### src/rtl/outer_product_acc_pkg.sv
// Shared constants and FSM encoding for the outer-product accumulator.
// Widths are sized so three beats of 15*15 products cannot overflow.
package outer_product_acc_pkg;

    localparam int DW    = 4;
    localparam int ACC_W = 2*DW + 2;

    typedef enum logic [1:0] {
        IDLE,
        ACCUM,
        DRAIN,
        DONE
    } state_e;

endpackage

### src/rtl/outer_product_acc_mac_cell.sv
// Single multiply-accumulate cell: acc <= clr ? 0 : en ? acc + a*b : acc.
// Latency: one clock per update; no backpressure, the caller gates en.
module mac_cell
    import outer_product_acc_pkg::*;
(
    input  logic             clk,
    input  logic             rst_n,
    input  logic             clr,
    input  logic             en,
    input  logic [DW-1:0]    a,
    input  logic [DW-1:0]    b,
    output logic [ACC_W-1:0] acc
);

    logic [2*DW-1:0]  prod;
    logic [ACC_W-1:0] acc_q;
    logic [ACC_W-1:0] acc_d;

    assign prod = {{DW{1'b0}}, a} * {{DW{1'b0}}, b};

    always_comb begin
        acc_d = acc_q;
        if (clr) begin
            acc_d = '0;
        end else if (en) begin
            acc_d = acc_q + {{(ACC_W-2*DW){1'b0}}, prod};
        end
    end

    always_ff @(posedge clk or negedge rst_n) begin
        if (!rst_n) begin
            acc_q <= '0;
        end else begin
            acc_q <= acc_d;
        end
    end

    assign acc = acc_q;

endmodule

### src/rtl/outer_product_acc.sv
// Accumulates k_len outer products w*x^T into a 3x3 array, then drains n_rows x n_cols row-major.
// Latency: first entry 1 cycle after the last beat; drain stalls on out_ready=0 with outputs held.
module outer_product_acc
    import outer_product_acc_pkg::*;
(
    input  logic             clk,
    input  logic             rst_n,
    input  logic             in_valid,
    input  logic             clear,
    input  logic [1:0]       k_len,
    input  logic [1:0]       n_rows,
    input  logic [1:0]       n_cols,
    input  logic [DW-1:0]    w1,
    input  logic [DW-1:0]    w2,
    input  logic [DW-1:0]    w3,
    input  logic [DW-1:0]    x1,
    input  logic [DW-1:0]    x2,
    input  logic [DW-1:0]    x3,
    output logic             out_valid,
    input  logic             out_ready,
    output logic [ACC_W-1:0] out_data,
    output logic [1:0]       out_row,
    output logic [1:0]       out_col,
    output logic             busy,
    output logic             done
);

    state_e     state_q, state_d;
    logic [1:0] beat_cnt_q, beat_cnt_d;
    logic [1:0] r_q, r_d;
    logic [1:0] c_q, c_d;
    logic [1:0] cfg_k_q, cfg_k_d;
    logic [1:0] cfg_rows_q, cfg_rows_d;
    logic [1:0] cfg_cols_q, cfg_cols_d;
    logic       acc_clr;
    logic       acc_en;

    logic [DW-1:0]    w_vec [3];
    logic [DW-1:0]    x_vec [3];
    logic [ACC_W-1:0] acc   [3][3];

    assign w_vec[0] = w1;
    assign w_vec[1] = w2;
    assign w_vec[2] = w3;
    assign x_vec[0] = x1;
    assign x_vec[1] = x2;
    assign x_vec[2] = x3;

    for (genvar gi = 0; gi < 3; gi++) begin : g_row
        for (genvar gj = 0; gj < 3; gj++) begin : g_col
            mac_cell u_cell (
                .clk   (clk),
                .rst_n (rst_n),
                .clr   (acc_clr),
                .en    (acc_en),
                .a     (w_vec[gi]),
                .b     (x_vec[gj]),
                .acc   (acc[gi][gj])
            );
        end
    end

    always_comb begin
        state_d    = state_q;
        beat_cnt_d = beat_cnt_q;
        r_d        = r_q;
        c_d        = c_q;
        cfg_k_d    = cfg_k_q;
        cfg_rows_d = cfg_rows_q;
        cfg_cols_d = cfg_cols_q;
        acc_clr    = 1'b0;
        acc_en     = 1'b0;
        if (clear) begin
            state_d    = IDLE;
            beat_cnt_d = 2'd0;
            r_d        = 2'd0;
            c_d        = 2'd0;
            acc_clr    = 1'b1;
        end else begin
            case (state_q)
                IDLE: begin
                    // Keep the array pinned at zero until a real beat arrives.
                    acc_clr = 1'b1;
                    if (in_valid) begin
                        cfg_k_d    = k_len;
                        cfg_rows_d = n_rows;
                        cfg_cols_d = n_cols;
                        if (k_len == 2'd0) begin
                            state_d = DONE;
                        end else begin
                            acc_clr    = 1'b0;
                            acc_en     = 1'b1;
                            beat_cnt_d = 2'd1;
                            r_d        = 2'd0;
                            c_d        = 2'd0;
                            if (k_len != 2'd1) begin
                                state_d = ACCUM;
                            end else if (n_rows != 2'd0 && n_cols != 2'd0) begin
                                state_d = DRAIN;
                            end else begin
                                state_d = DONE;
                            end
                        end
                    end
                end
                ACCUM: begin
                    if (in_valid) begin
                        acc_en     = 1'b1;
                        beat_cnt_d = beat_cnt_q + 2'd1;
                        if (beat_cnt_q + 2'd1 == cfg_k_q) begin
                            r_d = 2'd0;
                            c_d = 2'd0;
                            if (cfg_rows_q != 2'd0 && cfg_cols_q != 2'd0) begin
                                state_d = DRAIN;
                            end else begin
                                state_d = DONE;
                            end
                        end
                    end
                end
                DRAIN: begin
                    if (out_ready) begin
                        if (c_q == cfg_cols_q - 2'd1) begin
                            c_d = 2'd0;
                            if (r_q == cfg_rows_q - 2'd1) begin
                                r_d     = 2'd0;
                                state_d = DONE;
                            end else begin
                                r_d = r_q + 2'd1;
                            end
                        end else begin
                            c_d = c_q + 2'd1;
                        end
                    end
                end
                DONE: begin
                end
                default: begin
                    state_d = IDLE;
                end
            endcase
        end
    end

    always_ff @(posedge clk or negedge rst_n) begin
        if (!rst_n) begin
            state_q    <= IDLE;
            beat_cnt_q <= 2'd0;
            r_q        <= 2'd0;
            c_q        <= 2'd0;
            cfg_k_q    <= 2'd0;
            cfg_rows_q <= 2'd0;
            cfg_cols_q <= 2'd0;
        end else begin
            state_q    <= state_d;
            beat_cnt_q <= beat_cnt_d;
            r_q        <= r_d;
            c_q        <= c_d;
            cfg_k_q    <= cfg_k_d;
            cfg_rows_q <= cfg_rows_d;
            cfg_cols_q <= cfg_cols_d;
        end
    end

    // Data is forced to zero outside DRAIN so idle outputs match the reset state.
    always_comb begin
        out_data = '0;
        if (state_q == DRAIN) begin
            case ({r_q, c_q})
                4'b0000: out_data = acc[0][0];
                4'b0001: out_data = acc[0][1];
                4'b0010: out_data = acc[0][2];
                4'b0100: out_data = acc[1][0];
                4'b0101: out_data = acc[1][1];
                4'b0110: out_data = acc[1][2];
                4'b1000: out_data = acc[2][0];
                4'b1001: out_data = acc[2][1];
                4'b1010: out_data = acc[2][2];
                default: out_data = '0;
            endcase
        end
    end

    assign out_valid = (state_q == DRAIN);
    assign out_row   = r_q;
    assign out_col   = c_q;
    assign busy      = (state_q == ACCUM) || (state_q == DRAIN);
    assign done      = (state_q == DONE);

endmodule

### config.mk
export PLATFORM = sky130hd
export DESIGN_NAME = outer_product_acc
export DESIGN_NICKNAME = d
export VERILOG_FILES = /design/src/rtl/outer_product_acc_pkg.sv /design/src/rtl/outer_product_acc_mac_cell.sv /design/src/rtl/outer_product_acc.sv
export SDC_FILE = /design/constraint.sdc
export NUM_CORES = 1
export LEC_CHECK = 0
export ABC_AREA = 0
export CAP_MARGIN = 20
export CORE_ASPECT_RATIO = 0.5
export CORE_MARGIN = 2
export CORE_UTILIZATION = 54
export DETAILED_ROUTE_END_ITERATION = 8
export GPL_ROUTABILITY_DRIVEN = 0
export HOLD_SLACK_MARGIN = 0.1
export PLACE_DENSITY = 0.75
export SKIP_CTS_REPAIR_TIMING = 1
export SLEW_MARGIN = 30
export SYNTH_ARGS = -nofsm -noshare
export SYNTH_HDL_FRONTEND = slang
export SYNTH_HIERARCHICAL = 1
export SYNTH_SLANG_ARGS = --single-unit
### constraint.sdc
create_clock -name clk -period 3.1 [get_ports clk]
set_clock_uncertainty 0.05 [all_clocks]
set_input_delay 0.465 -clock clk [delete_from_list [all_inputs] [get_ports clk]]
set_output_delay 0.465 -clock clk [all_outputs]
set_load 0.01 [all_outputs]
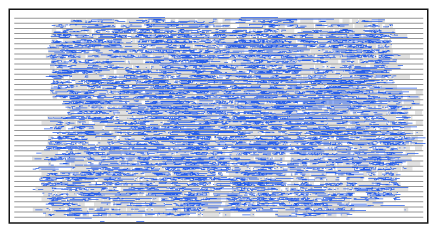
(images/layer_met1.png)
Supply wires on this layer in grey. Cells faint in the background.
wire length on this layer: 17,800 microns
share of all routed wire: 39%

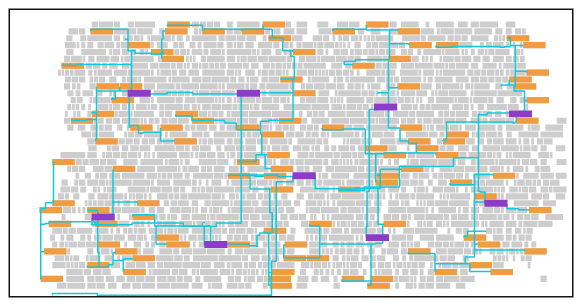
(images/clk_routes.png)
legend:
  clock drivers:
    colour: purple
    count: 9
  clock wires:
    colour: cyan
    length: 1,890 microns
  flip-flops:
    colour: orange
    count: 104
flops lie: all over the die
routed clock nets: 10

==> notes.md <==
The implementation run finished. The run finished, with violations left. The final reports fail on design-rule violations, negative setup slack. The area recorded from the Yosys report for this design is 12,900 sq um. Derived from the worst setup path, the maximum achievable clock frequency is 0.290 GHz. The final layout report lists a clock buffer count of 12.

The final layout contains routed wiring with a total length of 46,000 microns. The HPWL after detailed placement is 28,900 microns. The worst-case IR drop observed on VDD is 0.359 mV. Static leakage landed at 8.67 nW.

The critical path in the final layout is reported with a setup slack of -0.347 ns. Overall via count from detail_route landed at 13.1k. Max-capacitance violation count landed at 0. Power of the combinational group landed at 5.68 mW.

Share of layout cells above drive strength 1 landed at 31.1%. Setup slack of the most critical reg-to-reg path landed at 0.47 ns. Post-route period utilization is reported as 111%. Sequential cells make up 14.5% of the cell area. Flip-flop and latch count after synthesis landed at 104. The class occupying the most area after layout is reported as logic gates. The pin closest to its max-slew limit shows a slew of 0.914 ns. The clock H-tree reported by CTS has 3 levels.

Sequential cell count of the final layout landed at 104. The cell sequence reported for the critical path is buf_6 > buf_12 > buf_12 > nand2_4 > fa_1 > fa_1 > fa_1 > inv_2 > ha_4 > a211o_1 > a2111oi_4 > nor3_1 > nand3b_1. Summed over all instances, the cell type with the most area after synthesis is sky130_fd_sc_hd__dfrtp_1. The highest layer touched by signal routing is met4. The main area contributors are sky130_fd_sc_hd__dfrtp_1, sky130_fd_sc_hd__ha_1, sky130_fd_sc_hd__fa_1.

The top cell type in the final layout, fill and taps aside, is sky130_fd_sc_hd__inv_1. Remaining global-route overflow landed at 0. Power drawn by the clock network landed at 1.18 mW. Wire length on met3 landed at 4940 microns. Met2 demand-to-capacity share in global routing landed at 50.8%. Per the synthesis report, the simple-gate share of the synthesized area is 19.6%. Net switching power landed at 3.85 mW. Final routed DRC violation total landed at 8.

Ranking logic cells in the layout by count gives the top entries sky130_fd_sc_hd__inv_1, sky130_fd_sc_hd__buf_4, sky130_fd_sc_hd__ha_1. Number of antenna violations at the first check in global routing landed at 2. Yosys printed 6 warnings. The timing report attributes the biggest portion of critical-path delay to adder cells. The critical path is of the in -> reg type. The global router reports that the layer with the highest usage is met2.

Largest net degree at the start of global routing landed at 60. In the synthesized netlist the dominant register cell turns out to be sky130_fd_sc_hd__dfrtp_1. Post-synth net total landed at 1,732.

In this design, the stage delay of the slowest critical-path cell is 0.58 ns. For this design, the slowest cell found on the critical path is sky130_fd_sc_hd__fa_1. Area taken by flip-flops and latches landed at 2600 sq um. The iteration count recorded for the first detailed-route pass is 9. In this run the remaining antenna-violating nets after routing total 0. Counting plain and timing-repair buffers in the layout gives 315.

In this run the horizontal extent of the chip is 222 microns. The worst setup path is captured at a register. TritonCTS built the clock tree. Critical path depth in cells landed at 13.

The final design was reported to hold multi-input combinational gates totalling 1,083. Counting I/O delays and the setup requirement, the final critical path takes 3.45 ns. In the final routing, the length of wire on met1 measures 17,800 microns. In the synthesized netlist, the cells that appear most often are sky130_fd_sc_hd__inv_1, sky130_fd_sc_hd__ha_1, sky130_fd_sc_hd__and2_1. Post-synthesis async set-or-reset flop share landed at 100%. On the worst setup and hold paths after CTS, the clock-pin slew comes to 0.08 ns.

Number of standard cells reported by yosys landed at 1,441. Switching power as a fraction of the total was reported as 45.0%. Counting stages on the worst path, the most repeated cell is sky130_fd_sc_hd__fa_1.

Combinational share of cell area landed at 59.5%. Via count of the first global-routing pass landed at 11.9k. Logic depth along the worst register-to-register path is recorded as 7. The synthesis stats list as the most numerous cell sky130_fd_sc_hd__inv_1. Cell count after synthesis landed at 1,441. Yosys shows that the main logic family after synthesis is adder cells. Sequential cell power landed at 1.69 mW.

The critical path ends at g_row[2].g_col[0].u_cell/acc[9]. Starting DRC count in detailed routing landed at 1,486. Per the skew report, the later register of the worst-skew pair sees a clock latency of 0.39 ns. The synthesized netlist devotes 29.6% of its cell area to adder and majority cells. Part of the power in the clock network landed at 13.8%. The flow inserted 307 tap cells.

Maximum buffer depth of the clock tree landed at 2. The post-synth count of flops with an enable pin is 0. Per the detail_route report, routed wire per instance is 22.6 microns.

Count of filler cells inserted in the layout landed at 1,320. For reference, the mux area share after synthesis is 3.07%. From the final report, the count of setup violators was given as 41. Average size of a mapped cell landed at 8.93 sq um. The floorplan step set the die height to 113 microns. Setup repair after global routing could not meet its margin everywhere. Combinational logic is responsible for 66.4% of the overall power. CTS buffer count landed at 9. Summing internal, switching and leakage power gives 8.56 mW. The slew check shows that the tightest pin keeps a relative margin of 39.1%.
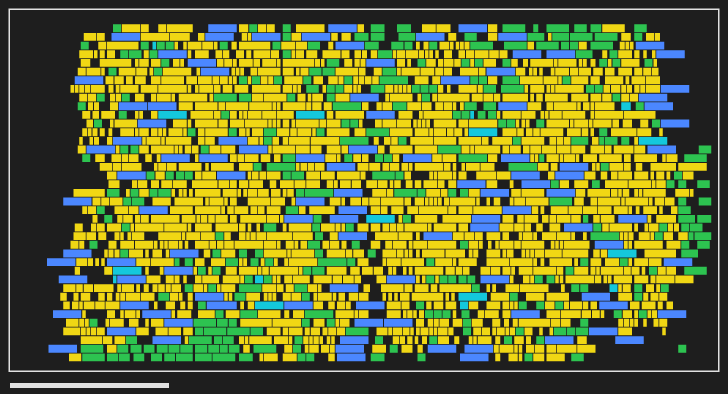
(images/placement_by_type.png)
Bar = 50 microns.
legend:
  sequential cells:
    colour: blue
    cells: 104
    share_of_their_area: 15%
  clock drivers and dummy loads:
    colour: cyan
    cells: 16
    share_of_their_area: 1.5%
  remaining buffers and delay cells:
    colour: green
    cells: 315
    share_of_their_area: 18%
  combinational and other logic:
    colour: yellow
    cells: 1,296
    share_of_their_area: 65%

==> stage by stage <==
| step | utilization, % | hold slack [ns] | cell area, sq um | cells | setup TNS, ns |
|---|---|---|---|---|---|
| final | 77.6 | 0.150 | 17900 | 2041 | -5.05 |
| after global routing | 77.6 | 0.206 | 17900 | 2038 | -7.89 |
| after CTS | 69.4 | 0.174 | 16100 | 1980 | -30.65 |
| after detailed placement | 68.3 | 0.448 | 15800 | 1964 | -52.91 |
| after global placement | 68.3 | 0.442 | 15800 | 1964 | -48.92 |
| after floorplan | - | 0.119 | 13200 | 1441 | -1.76 |
==> flip-flops by register name (all words and copies together), names as in the netlist <==
register,cells
out_col,2
cfg_k_q,2
g_row.g_col.u_cell/acc,90
beat_cnt_q,2
out_row,2
cfg_cols_q,2
cfg_rows_q,2
state_q,2
Power is estimated from default activity; no workload was simulated.
